==> src/rtl/multicycle_control_if.sv <==
// Control bundle between the multicycle RV32 control FSM and its datapath.
// master = controller side, slave = datapath side.
interface multicycle_control_if #(
  parameter int unsigned CNT_W = 32
) ();
  logic [6:0]       opcode;
  logic             mem_ready;
  logic             pc_write;
  logic             pc_write_cond;
  logic             pc_source;
  logic             iord;
  logic             mem_read;
  logic             mem_write;
  logic             ir_write;
  logic             mem_to_reg;
  logic             reg_write;
  logic [1:0]       alu_src_a;
  logic [1:0]       alu_src_b;
  logic [1:0]       aluop;
  logic             illegal;
  logic [3:0]       state;
  logic [CNT_W-1:0] retired;

  modport master (
    input  opcode, mem_ready,
    output pc_write, pc_write_cond, pc_source, iord, mem_read, mem_write,
           ir_write, mem_to_reg, reg_write, alu_src_a, alu_src_b, aluop,
           illegal, state, retired
  );

  modport slave (
    output opcode, mem_ready,
    input  pc_write, pc_write_cond, pc_source, iord, mem_read, mem_write,
           ir_write, mem_to_reg, reg_write, alu_src_a, alu_src_b, aluop,
           illegal, state, retired
  );
endinterface

==> src/rtl/multicycle_control.sv <==
// Main control FSM for the multicycle RV32 datapath: sequences instruction
// phases, stalls on mem_ready, traps on unsupported opcodes, counts retirements.
module multicycle_control #(
  parameter int unsigned CNT_W = 32
) (
  input logic                 clk,
  input logic                 rst,
  multicycle_control_if.master bus
);
  localparam logic [3:0] FETCH     = 4'd0;
  localparam logic [3:0] DECODE    = 4'd1;
  localparam logic [3:0] MEM_ADDR  = 4'd2;
  localparam logic [3:0] MEM_READ  = 4'd3;
  localparam logic [3:0] MEM_WB    = 4'd4;
  localparam logic [3:0] MEM_WRITE = 4'd5;
  localparam logic [3:0] EXECUTE   = 4'd6;
  localparam logic [3:0] ALU_WB    = 4'd7;
  localparam logic [3:0] BRANCH    = 4'd8;
  localparam logic [3:0] TRAP      = 4'd9;

  localparam logic [6:0] OP_R      = 7'b0110011;
  localparam logic [6:0] OP_LOAD   = 7'b0000011;
  localparam logic [6:0] OP_STORE  = 7'b0100011;
  localparam logic [6:0] OP_BRANCH = 7'b1100011;

  logic [3:0]       state_q;
  logic [3:0]       state_d;
  logic [CNT_W-1:0] retired_q;
  logic             illegal_q;
  logic             retire;

  always_comb begin
    state_d = FETCH;
    retire  = 1'b0;
    case (state_q)
      FETCH:    state_d = bus.mem_ready ? DECODE : FETCH;
      DECODE: begin
        case (bus.opcode)
          OP_R:               state_d = EXECUTE;
          OP_LOAD, OP_STORE:  state_d = MEM_ADDR;
          OP_BRANCH:          state_d = BRANCH;
          default:            state_d = TRAP;
        endcase
      end
      MEM_ADDR: state_d = (bus.opcode == OP_LOAD) ? MEM_READ : MEM_WRITE;
      MEM_READ: state_d = bus.mem_ready ? MEM_WB : MEM_READ;
      MEM_WB: begin
        state_d = FETCH;
        retire  = 1'b1;
      end
      MEM_WRITE: begin
        state_d = bus.mem_ready ? FETCH : MEM_WRITE;
        retire  = bus.mem_ready;
      end
      EXECUTE:  state_d = ALU_WB;
      ALU_WB, BRANCH: begin
        state_d = FETCH;
        retire  = 1'b1;
      end
      TRAP:     state_d = TRAP;
      default:  state_d = FETCH;
    endcase
  end

  always_ff @(posedge clk) begin
    if (!rst) begin
      state_q   <= FETCH;
      retired_q <= '0;
      illegal_q <= 1'b0;
    end else begin
      state_q <= state_d;
      if (retire) retired_q <= retired_q + CNT_W'(1);
      if (state_d == TRAP) illegal_q <= 1'b1;
    end
  end

  // Outputs are Moore decodes of state; during reset every enable/select is held at 0.
  always_comb begin
    bus.pc_write      = 1'b0;
    bus.pc_write_cond = 1'b0;
    bus.pc_source     = 1'b0;
    bus.iord          = 1'b0;
    bus.mem_read      = 1'b0;
    bus.mem_write     = 1'b0;
    bus.ir_write      = 1'b0;
    bus.mem_to_reg    = 1'b0;
    bus.reg_write     = 1'b0;
    bus.alu_src_a     = 2'b00;
    bus.alu_src_b     = 2'b00;
    bus.aluop         = 2'b00;
    if (rst) begin
      case (state_q)
        FETCH: begin
          bus.mem_read  = 1'b1;
          bus.alu_src_b = 2'b01;
          bus.ir_write  = bus.mem_ready;
          bus.pc_write  = bus.mem_ready;
        end
        DECODE:   bus.alu_src_b = 2'b10;
        MEM_ADDR: begin
          bus.alu_src_a = 2'b01;
          bus.alu_src_b = 2'b10;
        end
        MEM_READ: begin
          bus.mem_read = 1'b1;
          bus.iord     = 1'b1;
        end
        MEM_WB: begin
          bus.reg_write  = 1'b1;
          bus.mem_to_reg = 1'b1;
        end
        MEM_WRITE: begin
          bus.mem_write = 1'b1;
          bus.iord      = 1'b1;
        end
        EXECUTE: begin
          bus.alu_src_a = 2'b01;
          bus.aluop     = 2'b10;
        end
        ALU_WB:   bus.reg_write = 1'b1;
        BRANCH: begin
          bus.alu_src_a     = 2'b01;
          bus.aluop         = 2'b01;
          bus.pc_write_cond = 1'b1;
          bus.pc_source     = 1'b1;
        end
        default: ;
      endcase
    end
  end

  assign bus.state   = rst ? state_q : 4'd0;
  assign bus.illegal = illegal_q;
  assign bus.retired = retired_q;
endmodule

==> src/flat_wrapper.sv <==
// flat-port wrapper written by rule: the top's interface ports become plain ports
module multicycle_control_flat 
#(
  parameter int unsigned CNT_W = 32
)
  (clk, rst, bus_opcode, bus_mem_ready, bus_pc_write, bus_pc_write_cond, bus_pc_source, bus_iord, bus_mem_read, bus_mem_write, bus_ir_write, bus_mem_to_reg, bus_reg_write, bus_alu_src_a, bus_alu_src_b, bus_aluop, bus_illegal, bus_state, bus_retired);
  multicycle_control_if #(.CNT_W(CNT_W)) bus_i ();
  input logic clk;
  input logic rst;
  input wire logic [$bits(bus_i.opcode)-1:0] bus_opcode;
  input wire logic [$bits(bus_i.mem_ready)-1:0] bus_mem_ready;
  output wire logic [$bits(bus_i.pc_write)-1:0] bus_pc_write;
  output wire logic [$bits(bus_i.pc_write_cond)-1:0] bus_pc_write_cond;
  output wire logic [$bits(bus_i.pc_source)-1:0] bus_pc_source;
  output wire logic [$bits(bus_i.iord)-1:0] bus_iord;
  output wire logic [$bits(bus_i.mem_read)-1:0] bus_mem_read;
  output wire logic [$bits(bus_i.mem_write)-1:0] bus_mem_write;
  output wire logic [$bits(bus_i.ir_write)-1:0] bus_ir_write;
  output wire logic [$bits(bus_i.mem_to_reg)-1:0] bus_mem_to_reg;
  output wire logic [$bits(bus_i.reg_write)-1:0] bus_reg_write;
  output wire logic [$bits(bus_i.alu_src_a)-1:0] bus_alu_src_a;
  output wire logic [$bits(bus_i.alu_src_b)-1:0] bus_alu_src_b;
  output wire logic [$bits(bus_i.aluop)-1:0] bus_aluop;
  output wire logic [$bits(bus_i.illegal)-1:0] bus_illegal;
  output wire logic [$bits(bus_i.state)-1:0] bus_state;
  output wire logic [$bits(bus_i.retired)-1:0] bus_retired;
  assign bus_i.opcode = bus_opcode;
  assign bus_i.mem_ready = bus_mem_ready;
  assign bus_pc_write = bus_i.pc_write;
  assign bus_pc_write_cond = bus_i.pc_write_cond;
  assign bus_pc_source = bus_i.pc_source;
  assign bus_iord = bus_i.iord;
  assign bus_mem_read = bus_i.mem_read;
  assign bus_mem_write = bus_i.mem_write;
  assign bus_ir_write = bus_i.ir_write;
  assign bus_mem_to_reg = bus_i.mem_to_reg;
  assign bus_reg_write = bus_i.reg_write;
  assign bus_alu_src_a = bus_i.alu_src_a;
  assign bus_alu_src_b = bus_i.alu_src_b;
  assign bus_aluop = bus_i.aluop;
  assign bus_illegal = bus_i.illegal;
  assign bus_state = bus_i.state;
  assign bus_retired = bus_i.retired;
  multicycle_control #(.CNT_W(CNT_W)) u_core (.clk(clk), .rst(rst), .bus(bus_i));
endmodule
==> config.mk <==
export PLATFORM = sky130hd
export DESIGN_NAME = multicycle_control_flat
export DESIGN_NICKNAME = d
export VERILOG_FILES = /design/src/rtl/multicycle_control_if.sv /design/src/rtl/multicycle_control.sv /design/src/flat_wrapper.sv
export SDC_FILE = /design/constraint.sdc
export NUM_CORES = 1
export LEC_CHECK = 0
export CORE_UTILIZATION = 43
export DETAILED_ROUTE_END_ITERATION = 8
export PLACE_DENSITY_LB_ADDON = 0.25
export SYNTH_ARGS = -nofsm -noshare
export SYNTH_HDL_FRONTEND = slang
export SYNTH_SLANG_ARGS = --single-unit
==> constraint.sdc <==
create_clock -name clk -period 1.87 [get_ports clk]
set_input_delay 0.374 -clock clk [delete_from_list [all_inputs] [get_ports clk]]
set_output_delay 0.374 -clock clk [all_outputs]
set_load 0.02 [all_outputs]
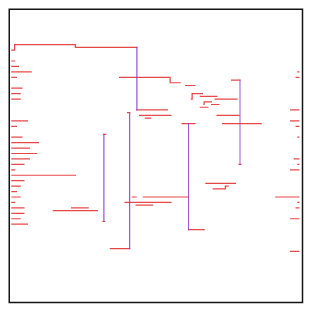
Fig. 1. Signal wires by layer.
(4 px per um) Only two layers are drawn.
Key: metal 4 = purple [wire length 119 um]; metal 3 = red [wire length 279 um]
vias post-DR: 2435
GR Util All Layers: 23.8%
routed wire length per instance: 13.7 um
Post-Route WL: 6240 um

==> results.cfg <==
; implementation run metrics
[cells_and_area]
finish.utilization_pct = 71.5
logic_gate_count = 208
nets = 397
final_cells = 454
insertedDiodeCount = 0
fillerInstances = 391
syn_to_final_growth_pct = 58.2
seq_area_um2 = 761
nNonClkBuffers = 125
nonClkBufAreaFrac_pct = 31.0
nClkBuffers = 6
comb_area_share_pct = 41.0
seq_cells = 37
final_area_um2 = 3420
combGateArea_um2 = 1400
layout-drive-gt1-share_pct = 31.0
clockNetworkAreaShare_pct = 2.41
largest_class = combinational gates

[power]
power.total_mw = 1.59
seqPwrFrac_pct = 50.7
power_switching_uw = 433
p_comb_share_pct = 14.2
powerDensity_nw_per_um2 = 466
switching_share_pct = 27.2
peakVddDrop_mv = 0.271
top_power_group = sequential cells
power_leakage_nw = 1.36
p_int_mw = 1.16
p_clk_uw = 558
seq-power_uw = 808
clkPwrFrac_pct = 35.0
p_comb_uw = 227

[logic_synthesis]
seq_area_frac_synth_pct = 34.2
ys_chip_area_um2 = 2160
top_area_share_pct = 34.2
numSynthFlops = 37
yosysTopAreaCell = dfxtp_1
synth_cell_type_count = 49
yosys-top-cells-count = dfxtp_1 (37), nand2_1 (27), nor2_1 (26)
ys_cells = 271
synthCells = 271
syn-cell-area_um2 = 2160
fa_ha_area_share_pct = 1.04
topCombFamilyByArea = simple AND/OR/NAND/NOR gates
ys.flop_type = dfxtp_1
synth-edff-count = 0
xor_area_share_pct = 6.88
synth-simple-area-share_pct = 32.5
topCellsByArea = dfxtp_1 (34%), xnor2_1 (6.9%), nand2_1 (4.7%)
floorplan.nets = 282
yosys_warnings = 0
postSynthAreaPerCell_um2 = 7.98
synthArstFlopShare_pct = 0
mux_share_pct = 2.78

[critical_path]
endpoint = u_core.bus.retired[25]$_SDFFE_PN0P_
setup.worst_path.end_class = register
crit_path_cell_trace = and4_2 -> nand4_4 -> or3_4 -> or4_1 -> a21oi_1
cp-start-kind = register
cp_max_fo = 4
worstSetupPathDepth = 5
crit_arrival_ps = 2050
worstPathBufferInverterCount = 0
reg2reg_slack_ps = 40
crit_slowest_cell = or3_4
reg2reg_from = u_core.bus.retired[10]$_SDFFE_PN0P_
max_stage_delay_ps = 410
r2r-end = u_core.bus.retired[25]$_SDFFE_PN0P_
worstPathRequired_ps = 2100
cp_top_family = simple AND/OR/NAND/NOR gates
worst-setup-path-type = reg -> reg

[final_timing]
skew_ps = 8.78
finalCritPeriodShare_pct = 97.7
finalHoldViolCount = 0
setup_viol = 0
rsz0062_at_grt = true
slew_viol_final = 0
finalCriticalPeriod_ps = 1830
max_freq_ghz = 0.547

[route]
dr_wl_met2_um = 3200
highest-signal-layer = met4
avgViaCountPerCell = 5.36
ant_nets = 0
met1Wirelength_um = 2650
remaining_drc_errors = 0
met3WireLength_um = 278

[floorplan]
tap_cells = 67
fp_util_pct = 45.2
core_um2 = 4790
chipArea_um2 = 5320

[placement]
gp_congestion = 0.887
dp_cells = 441
place_hpwl_um = 4570
placed_area_um2 = 3250

[worst_hold_path]
hold-path-cell-count = 2
hold_start = u_core.bus.retired[31]$_SDFFE_PN0P_
holdPathEnd = u_core.bus.retired[31]$_SDFFE_PN0P_
hold_path_class = reg -> reg

[clock_tree]
cts_tree = built
cts_setup_buffers = 0
htree_levels = 2
cts_made_buffers = 5
cts_hold_buf = 0
cts.path.max_buffers = 2
worstSkewPairLatency_ps = 300

[global_routing]
grt_pass1_vias = 2233
grt_pass1_wl_um = 9880
grt_overflow = 0
busiest_layer = met2
met2_usage_pct = 42.2
grt_use_met3_pct = 5.11
antenna_found_initial = 0

[job]
maxCapViolCount = 0

[run_status]
status = finished, final reports clean
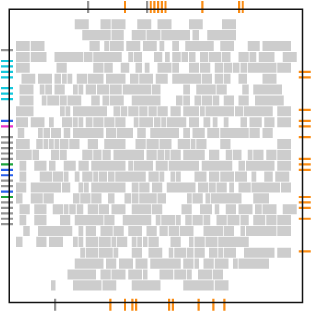
Fig. 2. Pin map.
(4 px per um) Pins as bars across the die edge, other pins in grey.
Key: bus_state = blue [pins 4, direction output, edge left]; bus_alu_src_b = green [pins 2, direction output, edge left]; bus_retired = orange [pins 32, direction output, edge 14 right, 9 bottom, 9 top]; bus_mem_ready = magenta [pins 1, direction input, edge left]; bus_opcode = cyan [pins 7, direction input, edge left]
All pins by edge: 27 left, 14 right, 11 top, 10 bottom.
Die W: 72.9 um
input/output buffers: 60

==> per-stage QoR <==
stage / worst slack [ps] / TNS, ps / hold WS (ps)
finish: 42.1 / 0 / 481
global route: -45.3 / -141 / 499
CTS: 6.21 / 0 / 484
detailed placement: -649 / -14490 / 474
global placement: -592 / -13290 / 457
floorplan: -116 / -313 / 511
==> flip-flops by register name, indices dropped and copies added (netlist names) <==
register	count
u_core.bus.illegal	1
u_core.state_q	4
u_core.bus.retired	32
==> cell usage in the layout (no fill, tap or decap), types with 10 or more instances in the layout <==
cell type and n:
a211oi_1 10, a21oi_1 15, buf_4 64, clkdlybuf4s50_1 40, dfxtp_1 25, dfxtp_2 10, nand2_1 27, nand3_1 11
nor2_1 25, o21ai_0 10, xnor2_1 17
